### src/rtl/handshake_syn.sv
// handshake_syn: single-clock four-phase req/ack word transfer with a held data
// register and SYNC_STAGES-deep flop synchronizers on the request and ack paths.
// The synchronizer chains are kept so the block can later be split across clocks.
// Optional build macro HANDSHAKE_SYN_DROP_CNT_EN adds a saturating drop_cnt output
// counting writer request edges ignored while busy or while the ack is still seen.
module handshake_syn #(
  parameter int unsigned DATA_WIDTH  = 12,
  parameter int unsigned SYNC_STAGES = 2
) (
  input  logic                  clk,
  input  logic                  reset,
  input  logic [DATA_WIDTH-1:0] wr_data,
  input  logic                  wr_req,
  output logic                  wr_ack,
  output logic                  wr_busy,
  output logic                  rd_req,
  output logic [DATA_WIDTH-1:0] rd_data,
  input  logic                  rd_ack
`ifdef HANDSHAKE_SYN_DROP_CNT_EN
  ,
  output logic [7:0]            drop_cnt
`endif
);

  typedef enum logic [1:0] {
    S_IDLE    = 2'd0,
    S_REQ     = 2'd1,
    S_RELEASE = 2'd2
  } state_t;

  state_t                  state_q, state_d;
  logic                    wr_req_q;
  logic                    req_flag_q, req_flag_d;
  logic [DATA_WIDTH-1:0]   data_hold_q, data_hold_d;
  logic [DATA_WIDTH-1:0]   rd_data_q;
  logic [SYNC_STAGES-1:0]  req_sync_q;
  logic [SYNC_STAGES-1:0]  ack_sync_q;

  logic ack_sync;
  logic wr_rise;
  logic capture;
  logic rd_load;

  assign ack_sync = ack_sync_q[SYNC_STAGES-1];
  assign wr_rise  = wr_req & ~wr_req_q;
  assign capture  = wr_rise & (state_q == S_IDLE) & ~ack_sync;
  // rd_data follows data_hold only on the edge where the last req stage rises
  assign rd_load  = req_sync_q[SYNC_STAGES-2] & ~req_sync_q[SYNC_STAGES-1];

  // Writer FSM next-state: capture, wait for ack with wr_req low, wait for ack release
  always_comb begin
    state_d     = state_q;
    req_flag_d  = req_flag_q;
    data_hold_d = data_hold_q;
    case (state_q)
      S_IDLE: begin
        if (capture) begin
          data_hold_d = wr_data;
          req_flag_d  = 1'b1;
          state_d     = S_REQ;
        end
      end
      S_REQ: begin
        if (ack_sync && !wr_req) begin
          req_flag_d = 1'b0;
          state_d    = S_RELEASE;
        end
      end
      S_RELEASE: begin
        if (!ack_sync) begin
          state_d = S_IDLE;
        end
      end
      default: begin
        state_d    = S_IDLE;
        req_flag_d = 1'b0;
      end
    endcase
  end

  // Writer-side registers: FSM, latched request flag, held word, request edge detect
  always_ff @(posedge clk or posedge reset) begin
    if (reset) begin
      state_q     <= S_IDLE;
      req_flag_q  <= 1'b0;
      data_hold_q <= '0;
      wr_req_q    <= 1'b0;
    end else begin
      state_q     <= state_d;
      req_flag_q  <= req_flag_d;
      data_hold_q <= data_hold_d;
      wr_req_q    <= wr_req;
    end
  end

  // Request and acknowledge synchronizer chains
  always_ff @(posedge clk or posedge reset) begin
    if (reset) begin
      req_sync_q <= '0;
      ack_sync_q <= '0;
    end else begin
      req_sync_q <= {req_sync_q[SYNC_STAGES-2:0], req_flag_q};
      ack_sync_q <= {ack_sync_q[SYNC_STAGES-2:0], rd_ack};
    end
  end

  // Reader data register, loaded together with the rising valid
  always_ff @(posedge clk or posedge reset) begin
    if (reset) begin
      rd_data_q <= '0;
    end else if (rd_load) begin
      rd_data_q <= data_hold_q;
    end
  end

`ifdef HANDSHAKE_SYN_DROP_CNT_EN
  logic [7:0] drop_cnt_q;

  // Saturating count of request edges that did not start a transfer
  always_ff @(posedge clk or posedge reset) begin
    if (reset) begin
      drop_cnt_q <= '0;
    end else if (wr_rise && !capture && (drop_cnt_q != 8'hFF)) begin
      drop_cnt_q <= drop_cnt_q + 8'd1;
    end
  end

  assign drop_cnt = drop_cnt_q;
`endif

  assign rd_req  = req_sync_q[SYNC_STAGES-1];
  assign rd_data = rd_data_q;
  assign wr_busy = (state_q != S_IDLE);
  assign wr_ack  = ack_sync & (state_q != S_IDLE);

endmodule

### config.mk
export PLATFORM = sky130hd
export DESIGN_NAME = handshake_syn
export DESIGN_NICKNAME = d
export VERILOG_FILES = /design/src/rtl/handshake_syn.sv
export SDC_FILE = /design/constraint.sdc
export NUM_CORES = 1
export LEC_CHECK = 0
export CORE_ASPECT_RATIO = 0.75
export CORE_MARGIN = 2
export CORE_UTILIZATION = 51
export CTS_CLUSTER_SIZE = 12
export DETAILED_ROUTE_END_ITERATION = 6
export HOLD_SLACK_MARGIN = 0.08
export PLACE_DENSITY = 0.83
export SYNTH_ARGS = -nofsm -noshare
export SYNTH_HDL_FRONTEND = slang
export SYNTH_SLANG_ARGS = --single-unit
### constraint.sdc
create_clock -name clk -period 2.1 [get_ports clk]
set_input_delay 0.21 -clock clk [delete_from_list [all_inputs] [get_ports clk]]
set_output_delay 0.21 -clock clk [all_outputs]
set_load 0.05 [all_outputs]
==> summary.log <==
INFO  run_status     status=finished clean
INFO  power_and_ir_drop power_clock=0.356mW
INFO  global_routing groute.usage.overall=20.3%
INFO  yosys          postSynthNetCount=115
INFO  timing         setup-violations-final=0
INFO  drt            route.antenna.remaining_nets=0
INFO  yosys          synthesis.area_per_instance=12.5um^2
INFO  power_and_ir_drop powerSeq=0.924mW
INFO  cells_and_area lay_top_cells=sky130_fd_sc_hd__nand2_1 (36), sky130_fd_sc_hd__dfrtp_1 (32), sky130_fd_sc_hd__clkdlybuf4s50_1 (29)
INFO  power_and_ir_drop internal_power=1.35mW
INFO  yosys          ys.flops=32
INFO  cells_and_area design.seq.count=32
INFO  power_and_ir_drop vdd_ir_drop_max=0.000740V
INFO  drt            drt_drc_violations_left=0
INFO  floorplanning  tap_cells=34
INFO  power_and_ir_drop total_leakage_power=0.806nW
INFO  cells_and_area final-comb-area=419um^2
INFO  clocking       max_root_sink_buffers=2
INFO  cells_and_area sh_seq_area=48.7%
INFO  timing         timing_hold_violations_final=0
INFO  worst_setup_path crit_arrival=1.70ns
INFO  worst_setup_path cp_top_family=buffers and inverters
INFO  power_and_ir_drop fin_total_pwr=2.25mW
INFO  timing         setup_tns=0ns
INFO  clocking       cts_tree=yes
INFO  power_and_ir_drop power.switching_fraction=39.8%
INFO  min_path       min-delay-path-class=input pin to async pin
INFO  cells_and_area num-nets-final=151
INFO  global_routing grt_util_met2=31.2%
INFO  power_and_ir_drop power.share.sequential=41.1%
INFO  drt            detailroute.wirelength.met3=134um
INFO  global_routing gr-total-overflow=0
INFO  worst_setup_path timing.critical_path.cells=or2_4, clkdlybuf4s50_1
INFO  worst_setup_path crit_fanout=5
INFO  cells_and_area clock_tree_area_fraction=3.58%
INFO  placed_design  placed_cells=162
INFO  cells_and_area nNonClkInverters=1
INFO  placed_design  gpl.final_weighted_congestion=0.742
INFO  clocking       ctsHtreeMaxLevel=2
INFO  global_routing grt_busiest_layer=met2
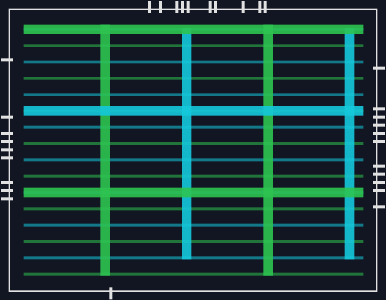
(floorplan with the power grid)
(6 px per um) Pins as bars on the die edge.
[green] VSS
[cyan] VDD
rows: 15
met1 rails: 16
signal pins: 31
met5 straps: 3

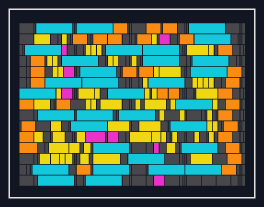
(placed cells, one color a class)
(4 px per um) Fill, decap, tap and diode cells in gray.
[orange] remaining buffers and delay cells | cells: 32 | share of their area: 20%
[cyan] sequential cells | cells: 32 | share of their area: 50%
[magenta] clock drivers and dummy loads | cells: 8 | share of their area: 3.7%
[yellow] combinational and other logic | cells: 64 | share of their area: 26%

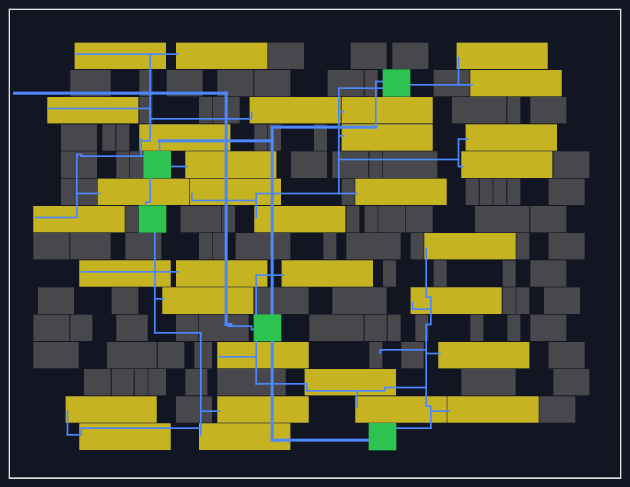
(clock wires, drivers and flops)
(10 px per um)
[yellow] flip-flops | count: 32
[blue] clock wires | length: 382 um
[green] clock drivers | count: 5
routed clock nets: 6
flops lie: widely spread

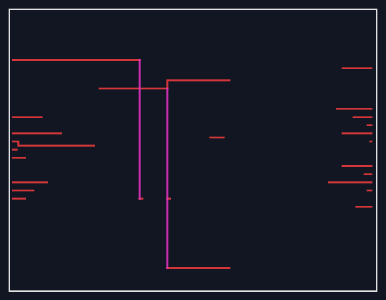
(wiring by layer)
(6 px per um) Two of the layers only.
[red] metal 3 | wire length: 134 um
[magenta] metal 4 | wire length: 53.0 um

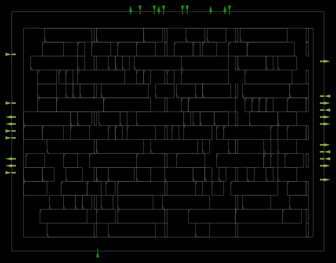
(placed standard cells)
final cell count without fillers: 170
number of rows in the core area: 15

Power and IR drop assume default switching activity.
